## src/rtl/logic_unit_arbiter.sv

```systemverilog
// Round-robin arbiter that shares one combinational logical unit among NREQ requesters.
// Results return through a single registered response slot that supports backpressure.

module logical_unit #(
    parameter int N = 32
) (
    input  logic [N-1:0] a_i,
    input  logic [N-1:0] b_i,
    input  logic [1:0]   af_i,
    input  logic         imm_i,
    output logic [N-1:0] res_o
);
    always_comb begin
        res_o = '0;
        if (imm_i) begin
            res_o = {b_i[15:0], {(N-16){1'b0}}};
        end else begin
            case (af_i)
                2'b00:   res_o = a_i & b_i;
                2'b01:   res_o = a_i | b_i;
                2'b10:   res_o = a_i ^ b_i;
                default: res_o = ~(a_i | b_i);
            endcase
        end
    end
endmodule

module logic_unit_arbiter #(
    parameter int N    = 32,
    parameter int NREQ = 4,
    parameter int IDW  = $clog2(NREQ)
) (
    input  logic              clk,
    input  logic              rst_n,
    input  logic [NREQ-1:0]   req_valid,
    output logic [NREQ-1:0]   req_ready,
    input  logic [NREQ*N-1:0] req_a,
    input  logic [NREQ*N-1:0] req_b,
    input  logic [NREQ*2-1:0] req_af,
    input  logic [NREQ-1:0]   req_i,
    output logic              rsp_valid,
    input  logic              rsp_ready,
    output logic [IDW-1:0]    rsp_id,
    output logic [N-1:0]      rsp_res,
    output logic [7:0]        busy_cnt
);
    logic [IDW-1:0] ptr_q, ptr_d;
    logic [IDW-1:0] win, idx;
    logic           found, can_accept, accept;
    logic [N-1:0]   sel_a, sel_b, lu_res;
    logic [1:0]     sel_af;
    logic           sel_i;
    logic           rsp_valid_q, rsp_valid_d;
    logic [IDW-1:0] rsp_id_q, rsp_id_d;
    logic [N-1:0]   rsp_res_q, rsp_res_d;
    logic [7:0]     busy_q, busy_d;

    // Priority search starts at the round-robin pointer and wraps.
    always_comb begin
        win   = '0;
        idx   = '0;
        found = 1'b0;
        for (int k = 0; k < NREQ; k++) begin
            idx = IDW'((int'(ptr_q) + k) % NREQ);
            if (!found && req_valid[idx]) begin
                found = 1'b1;
                win   = idx;
            end
        end
    end

    assign can_accept = !rsp_valid_q || rsp_ready;
    // Gated by rst_n so no grant is offered while reset is held.
    assign accept     = rst_n && found && can_accept;

    always_comb begin
        req_ready = '0;
        if (accept) req_ready[win] = 1'b1;
    end

    always_comb begin
        sel_a  = '0;
        sel_b  = '0;
        sel_af = '0;
        sel_i  = 1'b0;
        for (int k = 0; k < NREQ; k++) begin
            if (win == IDW'(k)) begin
                sel_a  = req_a[k*N +: N];
                sel_b  = req_b[k*N +: N];
                sel_af = req_af[k*2 +: 2];
                sel_i  = req_i[k];
            end
        end
    end

    logical_unit #(.N(N)) u_lu (
        .a_i   (sel_a),
        .b_i   (sel_b),
        .af_i  (sel_af),
        .imm_i (sel_i),
        .res_o (lu_res)
    );

    always_comb begin
        ptr_d       = ptr_q;
        rsp_valid_d = rsp_valid_q;
        rsp_id_d    = rsp_id_q;
        rsp_res_d   = rsp_res_q;
        busy_d      = busy_q;
        if (accept) begin
            ptr_d       = (int'(win) == NREQ-1) ? '0 : win + IDW'(1);
            rsp_valid_d = 1'b1;
            rsp_id_d    = win;
            rsp_res_d   = lu_res;
        end else if (rsp_ready) begin
            rsp_valid_d = 1'b0;
        end
        if ((|req_valid) && !accept && (busy_q != 8'hFF)) busy_d = busy_q + 8'd1;
    end

    always_ff @(posedge clk or negedge rst_n) begin
        if (!rst_n) begin
            ptr_q       <= '0;
            rsp_valid_q <= 1'b0;
            rsp_id_q    <= '0;
            rsp_res_q   <= '0;
            busy_q      <= '0;
        end else begin
            ptr_q       <= ptr_d;
            rsp_valid_q <= rsp_valid_d;
            rsp_id_q    <= rsp_id_d;
            rsp_res_q   <= rsp_res_d;
            busy_q      <= busy_d;
        end
    end

    assign rsp_valid = rsp_valid_q;
    assign rsp_id    = rsp_id_q;
    assign rsp_res   = rsp_res_q;
    assign busy_cnt  = busy_q;
endmodule

```

## config.mk

```make
export PLATFORM = sky130hd
export DESIGN_NAME = logic_unit_arbiter
export DESIGN_NICKNAME = d
export VERILOG_FILES = /design/src/rtl/logic_unit_arbiter.sv
export SDC_FILE = /design/constraint.sdc
export NUM_CORES = 1
export LEC_CHECK = 0
export ABC_AREA = 1
export CAP_MARGIN = 20
export CORE_ASPECT_RATIO = 0.5
export CORE_MARGIN = 2
export CORE_UTILIZATION = 40
export DETAILED_ROUTE_END_ITERATION = 10
export PLACE_DENSITY = 0.87
export SLEW_MARGIN = 10
export SYNTH_ARGS = -nofsm -noshare
export SYNTH_HDL_FRONTEND = slang
export SYNTH_SLANG_ARGS = --single-unit
export TNS_END_PERCENT = 1
```

## constraint.sdc

```tcl
create_clock -name clk -period 9.44 [get_ports clk]
set_input_delay 0.944 -clock clk [delete_from_list [all_inputs] [get_ports clk]]
set_output_delay 0.944 -clock clk [all_outputs]
set_load 0.05 [all_outputs]
```

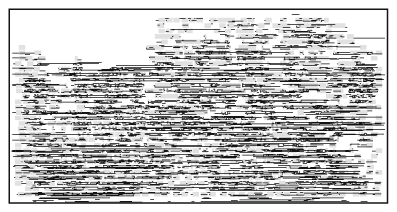
Figure 1: run 1, signal wires on met1.
Drawn at 2 px/um. Cells faint in the background.
longest straight run: 84.6 um
share of all routed wire: 43%
wire length on this layer: 11,700 um
main direction: horizontal

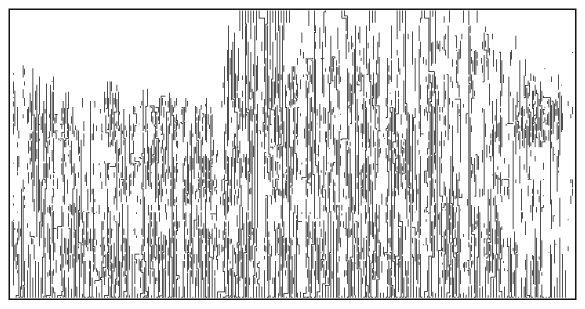
Figure 2: run 1, M2 wires.
Drawn at 3 px/um.
main direction: vertical
longest straight run: 51.7 um
DR vias: 8,430
final WL: 27.2 mm
GR Util met2: 55.1%

==> impl_metrics.csv, run 1 <==
group,metric,value,unit
worst_setup_path,worst-path-buf-inv,7,
synthesis,yosysTopAreaCell,"nand2_1",
grt,grt.total_usage,29.9,%
job,maxCapViolations,0,
worst_setup_path,r2r-start,"ptr_q[0]",
timing,finalWorstSetupSlack,3.67,ns
synthesis,ys_cells,1120,
grt,grt_max_degree,86,
synthesis,xor_share,1.03,%
synthesis,mux_share,0.166,%
cells_and_area,seq_area,1130,um^2
cells_and_area,lay_top_cells,"nand2_1 (367), clkdlybuf4s50_1 (320), inv_1 (161)",
timing,period_minus_slack,5.77,ns
floorplan,rows,33,
placed_design,placed_cell_area,9980,um^2
worst_setup_path,crit_top_cell,"nand3_1",
cells_and_area,layout.nonclk_buf_share,32.2,%
worst_setup_path,critPathSlowestCell,"clkdlybuf4s50_1",
timing,fmax,173,MHz
timing,finalHoldViolCount,0,
floorplan,dieHeight,96.2,um
cells_and_area,nets,1729,
synthesis,syn-cell-area,6800,um^2
cts,cts_resized,0,
grt,grt_pass1_vias,8317,
cells_and_area,lay_top_count,"nand2_1",
worst_setup_path,worst-r2r-setup-slack,4.78,ns
synthesis,top_cell,"nand2_1",
worst_hold_path,holdCritStartpoint,"rsp_res[3]",
worst_setup_path,worstPathMaxFanout,85,
cts,clkTransAtPathRegs,0.06,ns
floorplan,die-area,18100,um^2
floorplan,die_x,188,um
worst_setup_path,cpLargestDelayFamily,"buffers and inverters",
worst_setup_path,worstSetupStartpoint,"req_valid[1]",
timing,slew_viol_final,0,
synthesis,topCellsByArea,"nand2_1 (20%), dfrtp_1 (17%), ha_1 (13%)",
worst_setup_path,cp.arrival,4.83,ns
floorplan,ios,322,
placed_design,post-place-cells,1605,
cells_and_area,post-route-util,61.5,%
synthesis,ys_area,6800,um^2
cells_and_area,layout-drive-gt1-share,4.26,%
cells_and_area,syn2layout_area_growth,49.4,%
cells_and_area,antenna_cells,0,
cells_and_area,clockNetworkAreaShare,1.70,%
synthesis,synth_nets,1464,
detailed_routing,via_per_inst,5.23,
synthesis,synthArstFlopShare,100,%
floorplan,coreArea,16500,um^2
cells_and_area,comb_share,46.0,%
worst_setup_path,crit_end,"req_ready[3]",
placed_design,portBuffers,321,
detailed_routing,dr.pass1.iters,5,
synthesis,avgSynthCellArea,6.07,um^2
worst_hold_path,whs_endpoint,"rsp_res[3]",
synthesis,netlist_top_cells_count,"nand2_1 (367), inv_1 (161), ha_1 (69)",
cts,cts.sinks,45,
placed_design,gp_congestion,0.991,
synthesis,simple_gate_share,32.0,%
outcome,status,"complete, no violations",
synthesis,synth-edff-count,0,
timing,slew_headroom,24.9,%
floorplan,fp-utilization,41.2,%
floorplan,taps,227,
cts,cts_buffers,5,
synthesis,synth_cell_type_count,33,
placed_design,dp_hpwl,21.5,mm
cells_and_area,nFlopsAndLatches,45,
synthesis,syn-instance-count,1120,
cells_and_area,num-nonclk-inverters,166,
synthesis,yosysWarningCount,0,
cells_and_area,clkbuf_count,7,
worst_hold_path,hold_depth,2,
cells_and_area,n_all_buffers,330,
synthesis,ys_ff,45,
cts,cts_tree,"done",
cts,htree_levels,2,
timing,setup_viol,0,
job,warnings,61,
detailed_routing,final_antenna_net_count,0,
cells_and_area,largest_class,"logic gates",
timing,hold_ws,0.483,ns
cts,cts_buffer_depth,2,
cells_and_area,fillers,1521,
cells_and_area,seq_share,11.1,%
timing,finClkSkew,0.00449,ns
cts,cts_setup_buffers,0,
worst_hold_path,hold_class,"reg2reg",
cells_and_area,final_cell_area,10200,um^2
worst_setup_path,cp-start-kind,"input port",
cells_and_area,final-comb-area,4680,um^2
worst_setup_path,cp-end-kind,"output port",
synthesis,synth_seq_share,16.6,%
worst_setup_path,cpPeakStageDelay,0.82,ns
cells_and_area,finalNonFillerCells,1613,
cells_and_area,num-multi-input-gates,837,
grt,grt_pass1_wl,42.7,mm
timing,setup_tns,0,ns
cts,cts-hold-fix-buffers,0,
synthesis,top_area_share,20.3,%
cts,cts_root_buf,"clkbuf_16",
synthesis,ys_sh_adder,12.7,%
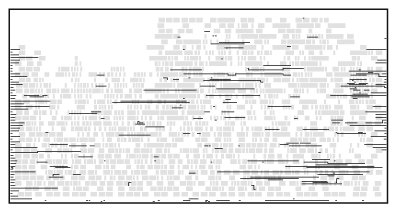
Figure 3: run 1, metal 3.
Drawn at 2 px/um. Cells faint in the background.
share of all routed wire: 6.1%
main direction: horizontal
wire length on this layer: 1,660 um
met3 GRT Util: 3.86%

[run 1: registers in the layout (all words and copies together), names as in the netlist]
register,cells
busy_cnt,8
rsp_res,32
rsp_valid,1
rsp_id,2
ptr_q,2
[run 1: routing by layer]
| metal | global-route usage [%] | up-vias | share of wire (%) |
|---|---|---|---|
| li1 | - | 4105 | - |
| met1 | 37.0 | 3937 | 43 |
| met2 | 55.1 | 325 | 48 |
| met3 | 3.86 | 63 | 6.1 |
| met4 | 9.05 | 0 | 3.0 |
| met5 | 0 | - | 0 |
Figure 4. Routing congestion map (run 1).
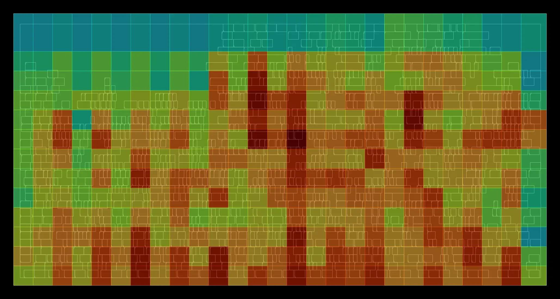

--- run 2 (diff from run 1) ---
- clock period: 9.44 -> 6.01 ns (I/O delays scaled with it)
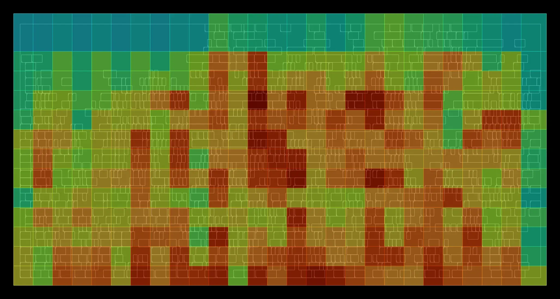
Figure 5: run 2, routing congestion map.
Total GRT Usage: 29.8%
detail-routed net length per standard cell: 16.8 um
met3 GRT Util: 4.92%
met1 GRT Util: 36.3%
gr busiest metal: met2

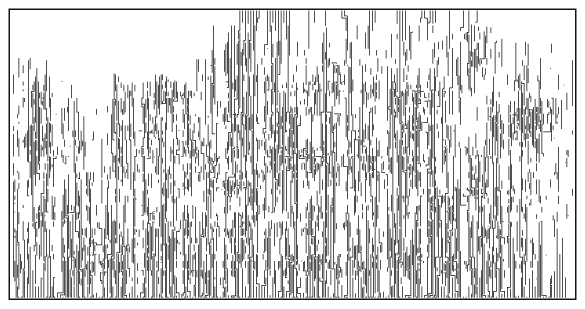
Figure 6: run 2, M2 wires.
Drawn at 3 px/um.
share of all routed wire: 49%
wire length on this layer: 13,200 um
nets with wire on the layer: 1,386
main direction: vertical
longest straight run: 66.3 um
DR vias: 8,458
final WL: 27.1 mm

==> run 2 against run 1 <==
Net effect:
- clock-buffer cell count stayed put
- design area increased by 0.22%
- sequential share of layout area barely moved
- hold slack lost 0.086 ns
- critical path type is now in2reg
- global-route usage fell by 0.095 points
- synthesized area is the same
- critical endpoint is now rsp_res[0]
- register-to-register slack got worse by 3.1 ns
- critical path depth up 6
- non-clock buffer count unchanged
- core utilization rose by 0.14 points
- via count is 0.33% higher
==> impl_metrics.csv, run 2 <==
group,metric,value,unit
timing,slew_headroom,29.8,%
synthesis,top_cell,"nand2_1",
synthesis,syn-instance-count,1120,
job,maxCapViolations,0,
cells_and_area,antenna_cells,0,
placed_design,dp_hpwl,21.6,mm
detailed_routing,wl_met1,11.3,mm
worst_setup_path,path_cells,"clkdlybuf4s50_1 -> inv_1 -> o21ai_0 -> nand3_1 -> nand3_1 -> nand3_1 -> nand3_1 -> ha_1 -> inv_2 -> nor2_4 -> buf_4 -> a22o_1 -> nand2_1 -> nand2_1 -> o21a_1 -> inv_1 -> ha_1 -> o21ai_1 -> o211ai_1 -> nand2_1 -> nand2_1",
timing,slew_viol_final,0,
timing,finalWorstSetupSlack,1.46,ns
worst_setup_path,r2r-start,"ptr_q[0]",
cts,cts_buffer_depth,2,
detailed_routing,wl_met2,13.2,mm
synthesis,aoi_share,22.7,%
timing,rsz0062_at_grt,"no",
cts,cts_buffers,5,
synthesis,synth_cell_type_count,33,
grt,grtUsageMet2,55.1,%
synthesis,top_area_share,20.3,%
grt,grt_pass1_vias,8075,
timing,setup_tns,0,ns
cts,cts_setup_buffers,0,
synthesis,avgSynthCellArea,6.07,um^2
worst_setup_path,worstSetupPathType,"in2reg",
synthesis,syn-cell-area,6800,um^2
floorplan,coreArea,16500,um^2
placed_design,portBuffers,321,
cts,cts-hold-fix-buffers,0,
detailed_routing,met3RoutedLength,2.06,mm
timing,finClkSkew,0.00292,ns
synthesis,ys_cells,1120,
cts,htree_levels,2,
floorplan,rows,33,
placed_design,place_ws,1.25,ns
worst_setup_path,cp-start-kind,"input port",
grt,grt_max_degree,94,
worst_setup_path,required,6.20,ns
floorplan,dieHeight,96.2,um
placed_design,gp_congestion,0.987,
outcome,status,"complete, no violations",
worst_setup_path,worstSetupStartpoint,"req_valid[1]",
timing,fmax,220,MHz
timing,period_minus_slack,4.55,ns
detailed_routing,via_per_inst,5.24,
synthesis,synth-edff-count,0,
timing,setup_viol,0,
floorplan,die_x,188,um
floorplan,ios,322,
worst_setup_path,worstPathMaxFanout,33,
cells_and_area,final_cell_area,10200,um^2
detailed_routing,final_antenna_net_count,0,
cts,cts_root_buf,"clkbuf_16",
timing,finalHoldViolCount,0,
cts,cts_tree,"done",
synthesis,topCellsByArea,"nand2_1 (20%), dfrtp_1 (17%), ha_1 (13%)",
cells_and_area,lay_top_count,"nand2_1",
cells_and_area,lay_top_cells,"nand2_1 (367), clkdlybuf4s50_1 (319), inv_1 (161)",
timing,worstMarginPinSlew,1.05,ns
worst_setup_path,worst-r2r-setup-slack,1.64,ns
worst_setup_path,cpLargestDelayFamily,"simple AND/OR/NAND/NOR gates",
cells_and_area,syn2layout_area_growth,49.8,%
worst_setup_path,crit_end,"rsp_res[0]",
cells_and_area,post-route-util,61.6,%
synthesis,simple_gate_share,32.0,%
synthesis,logic_family,"simple AND/OR/NAND/NOR gates",
cts,clock_latency,0.29,ns
floorplan,fp-utilization,41.2,%
worst_setup_path,cp.depth,21,
synthesis,mux_share,0.166,%
worst_setup_path,rr_endpoint,"rsp_res[0]",
synthesis,synth_nets,1464,
cells_and_area,largest_register_ffs,32,
floorplan,die-area,18100,um^2
worst_setup_path,worst-path-buf-inv,5,
grt,grt_pass1_wl,42.1,mm
cells_and_area,nets,1729,
synthesis,ys_ff,45,
cts,cts.sinks,45,
worst_setup_path,cp-end-kind,"flip-flop",
worst_setup_path,cpPeakStageDelay,0.60,ns
synthesis,flop_cell,"dfrtp_1",
cells_and_area,layout-drive-gt1-share,4.33,%
grt,overflow,0,
worst_setup_path,r2r_cells,20,
detailed_routing,routed.top_layer,"met4",
synthesis,xor_share,1.03,%
synthesis,ys_area,6800,um^2
synthesis,synthArstFlopShare,100,%
job,warnings,62,
cts,clkTransAtPathRegs,0.06,ns
synthesis,ys_sh_adder,12.7,%
synthesis,netlist_top_cells_count,"nand2_1 (367), inv_1 (161), ha_1 (69)",
timing,fin_crit_sh,75.7,%
worst_setup_path,critPathSlowestCell,"nor2_4",
grt,antenna_found_initial,0,
cts,cts_resized,0,
detailed_routing,drt_iter0_markers,643,
synthesis,yosysTopAreaCell,"nand2_1",
worst_setup_path,cp.arrival,4.74,ns
detailed_routing,dr.pass1.iters,7,
synthesis,yosysWarningCount,0,
synthesis,synth_seq_share,16.6,%
detailed_routing,drc,0,
worst_hold_path,hold_class,"in2async",
placed_design,placed_cell_area,10000,um^2
-- run 2: cell counts after synthesis --
Identical to the previous run, type by type.
-- run 2: layout make-up --
cell class	instances	area, um^2
multi-input cells	837	4680
fillers	1504	6340
repair buffers	330	3300
well taps	227	284
flip-flops and latches	45	1130
inverters	166	623
clock buffers	7	143
clock inverters	1	30.0
-- run 2: metrics by stage --
step                hold WS [ns]  instances
floorplan                  0.305       1120
global placement           0.468       1605
detailed placement         0.467       1605
CTS                        0.425       1613
global route               0.456       1613
finish                     0.396       1613
